Fig. 1: placed cells, one color a class
Drawn at 6 px/um. Fill, decap, tap and diode cells in gray.
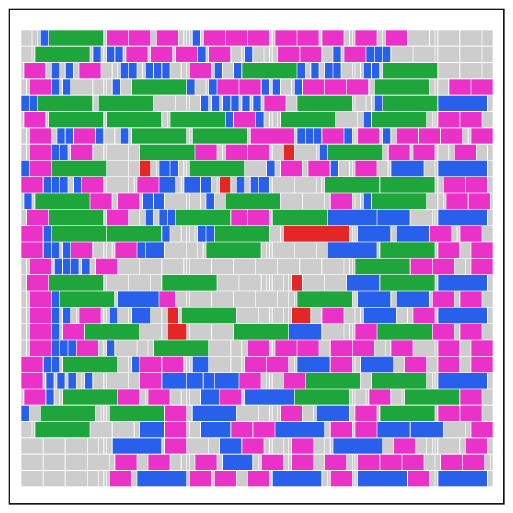
Fig. 2: floorplan with the power grid
Drawn at 4 px/um. Pins as bars on the die edge.
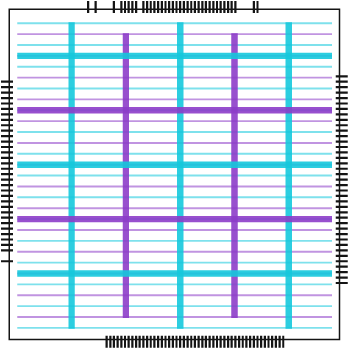
File: src/rtl/bus_pkg.sv
// Shared types and defaults for the bus fabric.
// Holds the FSM state enum and the default bus widths.
package bus_pkg;

    localparam int BUS_ADDR_W = 16;
    localparam int BUS_DATA_W = 16;
    localparam logic [15:0] BUS_ERR_DATA = 16'h0000;

    typedef enum logic [1:0] {
        IDLE   = 2'd0,
        ACCESS = 2'd1,
        RESP   = 2'd2
    } bus_state_e;

endpackage

File: src/rtl/bus_fabric_ws_if.sv
// CPU-side and slave-side signals of the bus fabric.
// master/slave modports for the endpoints, fabric for the decoder.
interface bus_fabric_ws_if
    import bus_pkg::*;
#(
    parameter int ADDR_W   = BUS_ADDR_W,
    parameter int DATA_W   = BUS_DATA_W,
    parameter int SEL_W    = 2,
    parameter int N_SLAVES = 4
);

    logic                       m_req;
    logic [ADDR_W-1:0]          m_addr;
    logic [DATA_W-1:0]          m_wdata;
    logic                       m_write;
    logic [DATA_W-1:0]          m_rdata;
    logic                       m_ready;
    logic                       m_err;

    logic [N_SLAVES-1:0]        s_cs;
    logic [ADDR_W-SEL_W-1:0]    s_addr;
    logic [DATA_W-1:0]          s_wdata;
    logic                       s_we;
    logic [N_SLAVES*DATA_W-1:0] s_rdata;
    logic [N_SLAVES-1:0]        s_ack;

    modport master (
        output m_req, m_addr, m_wdata, m_write,
        input  m_rdata, m_ready, m_err
    );

    modport slave (
        input  s_cs, s_addr, s_wdata, s_we,
        output s_rdata, s_ack
    );

    modport fabric (
        input  m_req, m_addr, m_wdata, m_write,
        output m_rdata, m_ready, m_err,
        output s_cs, s_addr, s_wdata, s_we,
        input  s_rdata, s_ack
    );

endinterface

File: src/rtl/bus_timeout_cnt.sv
// ACCESS-state watchdog, used only when BUS_TIMEOUT_EN is defined.
// expire is high once TIMEOUT_CYCLES-1 ack-less cycles have elapsed.
module bus_timeout_cnt #(
    parameter int TIMEOUT_CYCLES = 64
) (
    input  logic clk,
    input  logic rst,
    input  logic clear,
    input  logic enable,
    output logic expire
);

    localparam int CNT_W = $clog2(TIMEOUT_CYCLES + 1);

    logic [CNT_W-1:0] cnt_q;
    logic [CNT_W-1:0] cnt_d;

    // Clear dominates; otherwise count ack-less wait cycles.
    always_comb begin
        cnt_d = cnt_q;
        if (clear) begin
            cnt_d = '0;
        end else if (enable) begin
            cnt_d = cnt_q + 1'b1;
        end
    end

    // Counter register.
    always_ff @(posedge clk or posedge rst) begin
        if (rst) begin
            cnt_q <= '0;
        end else begin
            cnt_q <= cnt_d;
        end
    end

    assign expire = (cnt_q == CNT_W'(TIMEOUT_CYCLES - 1));

endmodule

File: src/rtl/bus_fabric_ws.sv
// Chip-select decoder with wait-state handshake and registered read mux.
// Optional watchdog on ACCESS enabled by defining BUS_TIMEOUT_EN.
module bus_fabric_ws
    import bus_pkg::*;
#(
    parameter int ADDR_W         = BUS_ADDR_W,
    parameter int DATA_W         = BUS_DATA_W,
    parameter int SEL_W          = 2,
    parameter int N_SLAVES       = 4,
    parameter int TIMEOUT_CYCLES = 64,
    parameter logic [DATA_W-1:0] ERR_DATA = DATA_W'(BUS_ERR_DATA)
) (
    input logic            clk,
    input logic            rst,
    bus_fabric_ws_if.fabric bus
);

    localparam int OFF_W = ADDR_W - SEL_W;
    localparam logic [SEL_W:0] N_SEL = (SEL_W + 1)'(N_SLAVES);

    bus_state_e state_q, state_d;

    logic [SEL_W-1:0]    sel_q, sel_d;
    logic [N_SLAVES-1:0] cs_q, cs_d;
    logic                we_q, we_d;
    logic [OFF_W-1:0]    addr_q, addr_d;
    logic [DATA_W-1:0]   wdata_q, wdata_d;
    logic [DATA_W-1:0]   rdata_q, rdata_d;
    logic                err_q, err_d;

    logic [SEL_W-1:0]  sel;
    logic [OFF_W-1:0]  offset;
    logic              mapped;
    logic              ack_sel;
    logic [DATA_W-1:0] rd_sel;
    logic              expire;

    assign sel    = bus.m_addr[ADDR_W-1 -: SEL_W];
    assign offset = bus.m_addr[OFF_W-1:0];
    assign mapped = ({1'b0, sel} < N_SEL);

    // Pick ack and read data of the latched slave only.
    always_comb begin
        ack_sel = 1'b0;
        rd_sel  = '0;
        for (int i = 0; i < N_SLAVES; i++) begin
            if (sel_q == SEL_W'(i)) begin
                ack_sel = bus.s_ack[i];
                rd_sel  = bus.s_rdata[i*DATA_W +: DATA_W];
            end
        end
    end

`ifdef BUS_TIMEOUT_EN
    bus_timeout_cnt #(
        .TIMEOUT_CYCLES(TIMEOUT_CYCLES)
    ) u_timeout (
        .clk   (clk),
        .rst   (rst),
        .clear (state_q != ACCESS),
        .enable(state_q == ACCESS && !ack_sel),
        .expire(expire)
    );
`else
    localparam int unused_timeout_cycles = TIMEOUT_CYCLES;
    assign expire = 1'b0;
`endif

    // State register.
    always_ff @(posedge clk or posedge rst) begin
        if (rst) begin
            state_q <= IDLE;
        end else begin
            state_q <= state_d;
        end
    end

    // Next state: unmapped goes straight to RESP; ack beats timeout.
    always_comb begin
        state_d = state_q;
        unique case (state_q)
            IDLE: begin
                if (bus.m_req) begin
                    state_d = mapped ? ACCESS : RESP;
                end
            end
            ACCESS: begin
                if (ack_sel || expire) begin
                    state_d = RESP;
                end
            end
            RESP:    state_d = IDLE;
            default: state_d = IDLE;
        endcase
    end

    // Request latch and response capture.
    always_comb begin
        sel_d   = sel_q;
        cs_d    = cs_q;
        we_d    = we_q;
        addr_d  = addr_q;
        wdata_d = wdata_q;
        rdata_d = rdata_q;
        err_d   = err_q;
        unique case (state_q)
            IDLE: begin
                if (bus.m_req && mapped) begin
                    sel_d   = sel;
                    cs_d    = N_SLAVES'(1) << sel;
                    we_d    = bus.m_write;
                    addr_d  = offset;
                    wdata_d = bus.m_wdata;
                end else if (bus.m_req) begin
                    rdata_d = ERR_DATA;
                    err_d   = 1'b1;
                end
            end
            ACCESS: begin
                if (ack_sel) begin
                    rdata_d = rd_sel;
                    err_d   = 1'b0;
                    cs_d    = '0;
                    we_d    = 1'b0;
                end else if (expire) begin
                    rdata_d = ERR_DATA;
                    err_d   = 1'b1;
                    cs_d    = '0;
                    we_d    = 1'b0;
                end
            end
            default: ;
        endcase
    end

    // Datapath registers.
    always_ff @(posedge clk or posedge rst) begin
        if (rst) begin
            sel_q   <= '0;
            cs_q    <= '0;
            we_q    <= 1'b0;
            addr_q  <= '0;
            wdata_q <= '0;
            rdata_q <= '0;
            err_q   <= 1'b0;
        end else begin
            sel_q   <= sel_d;
            cs_q    <= cs_d;
            we_q    <= we_d;
            addr_q  <= addr_d;
            wdata_q <= wdata_d;
            rdata_q <= rdata_d;
            err_q   <= err_d;
        end
    end

    // Drive bus outputs; m_ready is the RESP state itself.
    always_comb begin
        bus.m_ready = (state_q == RESP);
        bus.m_err   = err_q;
        bus.m_rdata = rdata_q;
        bus.s_cs    = cs_q;
        bus.s_we    = we_q;
        bus.s_addr  = addr_q;
        bus.s_wdata = wdata_q;
    end

endmodule
File: src/flat_wrapper.sv
// flat-port wrapper written by rule: the top's interface ports become plain ports
module bus_fabric_ws_flat import bus_pkg::*;
#(
    parameter int ADDR_W         = BUS_ADDR_W,
    parameter int DATA_W         = BUS_DATA_W,
    parameter int SEL_W          = 2,
    parameter int N_SLAVES       = 4,
    parameter int TIMEOUT_CYCLES = 64,
    parameter logic [DATA_W-1:0] ERR_DATA = DATA_W'(BUS_ERR_DATA)
)
  (clk, rst, bus_m_req, bus_m_addr, bus_m_wdata, bus_m_write, bus_m_rdata, bus_m_ready, bus_m_err, bus_s_cs, bus_s_addr, bus_s_wdata, bus_s_we, bus_s_rdata, bus_s_ack);
  bus_fabric_ws_if #(.ADDR_W(ADDR_W), .DATA_W(DATA_W), .SEL_W(SEL_W), .N_SLAVES(N_SLAVES)) bus_i ();
  input logic clk;
  input logic rst;
  input wire logic [$bits(bus_i.m_req)-1:0] bus_m_req;
  input wire logic [$bits(bus_i.m_addr)-1:0] bus_m_addr;
  input wire logic [$bits(bus_i.m_wdata)-1:0] bus_m_wdata;
  input wire logic [$bits(bus_i.m_write)-1:0] bus_m_write;
  output wire logic [$bits(bus_i.m_rdata)-1:0] bus_m_rdata;
  output wire logic [$bits(bus_i.m_ready)-1:0] bus_m_ready;
  output wire logic [$bits(bus_i.m_err)-1:0] bus_m_err;
  output wire logic [$bits(bus_i.s_cs)-1:0] bus_s_cs;
  output wire logic [$bits(bus_i.s_addr)-1:0] bus_s_addr;
  output wire logic [$bits(bus_i.s_wdata)-1:0] bus_s_wdata;
  output wire logic [$bits(bus_i.s_we)-1:0] bus_s_we;
  input wire logic [$bits(bus_i.s_rdata)-1:0] bus_s_rdata;
  input wire logic [$bits(bus_i.s_ack)-1:0] bus_s_ack;
  assign bus_i.m_req = bus_m_req;
  assign bus_i.m_addr = bus_m_addr;
  assign bus_i.m_wdata = bus_m_wdata;
  assign bus_i.m_write = bus_m_write;
  assign bus_m_rdata = bus_i.m_rdata;
  assign bus_m_ready = bus_i.m_ready;
  assign bus_m_err = bus_i.m_err;
  assign bus_s_cs = bus_i.s_cs;
  assign bus_s_addr = bus_i.s_addr;
  assign bus_s_wdata = bus_i.s_wdata;
  assign bus_s_we = bus_i.s_we;
  assign bus_i.s_rdata = bus_s_rdata;
  assign bus_i.s_ack = bus_s_ack;
  bus_fabric_ws #(.ADDR_W(ADDR_W), .DATA_W(DATA_W), .SEL_W(SEL_W), .N_SLAVES(N_SLAVES), .TIMEOUT_CYCLES(TIMEOUT_CYCLES), .ERR_DATA(ERR_DATA)) u_core (.clk(clk), .rst(rst), .bus(bus_i));
endmodule
File: config.mk
export PLATFORM = sky130hd
export DESIGN_NAME = bus_fabric_ws_flat
export DESIGN_NICKNAME = d
export VERILOG_FILES = /design/src/rtl/bus_pkg.sv /design/src/rtl/bus_fabric_ws_if.sv /design/src/rtl/bus_timeout_cnt.sv /design/src/rtl/bus_fabric_ws.sv /design/src/flat_wrapper.sv
export SDC_FILE = /design/constraint.sdc
export NUM_CORES = 1
export LEC_CHECK = 0
export ABC_AREA = 0
export CAP_MARGIN = 20
export CORE_MARGIN = 1.5
export CORE_UTILIZATION = 42
export CTS_BUF_LIST = sky130_fd_sc_hd__clkbuf_2
export CTS_CLUSTER_DIAMETER = 100
export DETAILED_ROUTE_END_ITERATION = 7
export PLACE_DENSITY = 0.93
export SYNTH_ARGS = -nofsm -noshare
export SYNTH_HDL_FRONTEND = slang
export SYNTH_HIERARCHICAL = 1
export SYNTH_SLANG_ARGS = --single-unit
export TNS_END_PERCENT = 1
File: constraint.sdc
create_clock -name clk -period 4.3 [get_ports clk]
set_input_delay 0.86 -clock clk [delete_from_list [all_inputs] [get_ports clk]]
set_output_delay 0.86 -clock clk [all_outputs]
set_load 0.03 [all_outputs]
==> reports/qor.log <==
qor: outcome.run_status finished, final reports clean
qor: pwr.power_leader combinational logic
qor: final_layout.inverters_excl_clock 1
qor: synth.ys_area 2630 sq um
qor: run.number_of_violations_of_the_max_capacitance_limit 0
qor: final_layout.comb_area 1150 sq um
qor: floorplanning.chip_area 6760 sq um
qor: cts.cts_root_buf sky130_fd_sc_hd__clkbuf_2
qor: detailed_routing.wirelength 7140 um
qor: worst_setup_path.cells_traversed_along_the_worst_timing_path and2b_2 > clkdlybuf4s50_1
qor: pwr.fin_total_pwr 0.00309 W
qor: final_layout.final_layout_top_logic_cell sky130_fd_sc_hd__clkdlybuf4s50_1
qor: synth.netlist_logic_family_top multiplexers
qor: synth.yosys_register_bits 55
qor: sta.timing_max_transition_violations_final 0
qor: worst_setup_path.timing.critical_path.from_type flop
qor: worst_setup_path.crit_required 3440 ps
qor: sta.clock_period_minus_worst_slack 2690 ps
qor: detailed_routing.dr.pass1.iters 4
qor: synth.syn_avg_cell_area 11.8 sq um
qor: min_path.holdPathEnd u_core/bus.s_wdata[5]
qor: place.detailed_place_hpwl 5510 um
qor: worst_setup_path.critical_path_buf_inv_count 1
qor: sta.clock-skew-final 28.0 ps
qor: pwr.power_consumed_by_combinational_cells 0.00188 W
qor: worst_setup_path.worst-endpoint-arrival 1830 ps
qor: detailed_routing.post-route-drc-count 0
qor: final_layout.clkCellAreaFrac 0.0169
qor: detailed_routing.route.top_layer_used met4
qor: synth.top_cell sky130_fd_sc_hd__nand2_1
qor: final_layout.share_of_post_route_cells_with_drive_strength_above_1 0.136
qor: sta.finalSetupViolCount 0
qor: synth.post_synth_seq_share 0.523
qor: sta.fmax 371 MHz
qor: place.place.gp.congestion 0.669
qor: place.portBuffers 155
qor: final_layout.share_of_cell_area_taken_by_flip_flops_and_latches 0.321
qor: final_layout.antennaDiodeCount 0
qor: pwr.power.clock.fraction 0.086
qor: synth.edf_count 0
qor: synth.synthDominantCellAreaShare 0.523
qor: detailed_routing.drtIter0Drc 81
qor: sta.setup_tns 0 ps
qor: run.warnings 26
qor: global_route.track_usage 0.219
qor: synth.synth_top_cell_by_area sky130_fd_sc_hd__dfrtp_1
qor: sta.worst_max_slew_pin_slew 890 ps
qor: cts.cts.repair.resized 0
qor: cts.clock_buffer_count_from_cts 5
qor: pwr.cellLeakagePower 1.88 nW
qor: detailed_routing.drt-wirelength-per-cell 15.8 um
qor: worst_setup_path.critical_path.max_fanout 6
qor: detailed_routing.met2_wirelength 3700 um
qor: cts.max-clock-path-buffers 2
qor: synth.ffs_w_async_s_r_synth 1.00
qor: worst_setup_path.end_kind output pin
qor: floorplanning.tapCellCount 75
qor: worst_setup_path.crit_cells 2
qor: global_route.grt_max_degree 40
qor: final_layout.layout.nonclk_buf_frac 0.370
qor: final_layout.final_cell_mix 155 x sky130_fd_sc_hd__clkdlybuf4s50_1, 102 x sky130_fd_sc_hd__nand2_1, 55 x sky130_fd_sc_hd__dfrtp_1
qor: final_layout.design.seq.count 55
qor: min_path.hold_crit_class flop to flop
qor: detailed_routing.met3_wirelength 573 um
qor: cts.cts_htree_levels 2
qor: sta.rsz0062_at_grt no
qor: min_path.worst_hold_path_startpoint u_core/bus.s_wdata[5]
qor: worst_setup_path.reg2reg_from u_core/sel_q[1]
qor: sta.layout_setup_ws 1610 ps
qor: sta.layout_worst_path_cycle_share 0.626
qor: pwr.power_clock 0.000266 W
qor: floorplanning.std_cell_rows 28
qor: floorplanning.fp_util 0.440
qor: pwr.power.share.combinational 0.607
qor: final_layout.syn2layout_area_growth 62.8%
qor: cts.cts_tree yes
qor: worst_setup_path.path_delay_family buffers and inverters
qor: synth.synth.yosys.num_cells 224
qor: pwr.power_per_cell_area 721 nW/um^2
qor: pwr.power.sequential.total 0.000950 W
qor: synth.ys_sh_aoi 0.0204
qor: worst_setup_path.cp_slowest_cell sky130_fd_sc_hd__clkdlybuf4s50_1
qor: detailed_routing.detail-route-antenna-nets 0
qor: final_layout.area.sequential 1380 sq um
qor: synth.synth_cells 224
qor: global_route.grt_pass1_wl 11000 um
qor: cts.clkSinkCount 55
qor: pwr.pwr-share-seq 0.307
qor: detailed_routing.drt-met1-wl 2750 um
qor: place.dp_worst_setup_slack 1590 ps
qor: synth.number_of_warning_messages_in_the_yosys_log 6
qor: worst_setup_path.r2r-end u_core/bus.m_rdata[14]
qor: pwr.net-switching-power 0.00132 W
qor: cts.clock.latency.late_pin 440 ps
qor: cts.post_cts_setup_repair_bufs 0
qor: final_layout.multi_input_combinational_area_share 0.269
qor: worst_setup_path.critical-path-max-stage-delay 660 ps
qor: detailed_routing.detail_route.vias_per_cell 4.85
qor: final_layout.nMultiInputCombCells 154
qor: cts.hold_buffer_count_at_cts 0
qor: synth.synth.cellmix.xorXnorShare 0
qor: final_layout.layout.cells.non_filler 451
qor: worst_setup_path.timing_worst_setup_path_type flop to output pin
-- Fig. 1 (at the start) --
- combinational and other logic: blue (cells 155; share of their area 28%)
- flops: green (cells 55; share of their area 33%)
- clock drivers and dummy loads: red (cells 8; share of their area 1.7%)
- other buffers and delay cells: magenta (cells 158; share of their area 38%)
Final Util: 0.716
area of the core region: 5990 sq um
cell area after layout: 4290 sq um

-- Fig. 2 (at the start) --
- VDD: purple
- VSS: cyan
- rows: 28
- met4 straps: 5
- met1 rails: 29
DIE HEIGHT: 82.2 um
worst supply voltage drop on vdd: 0.488 mV
Horiz. Die Dim: 82.2 um

Power figures rest on the tool's default switching activity, not on a simulated workload.
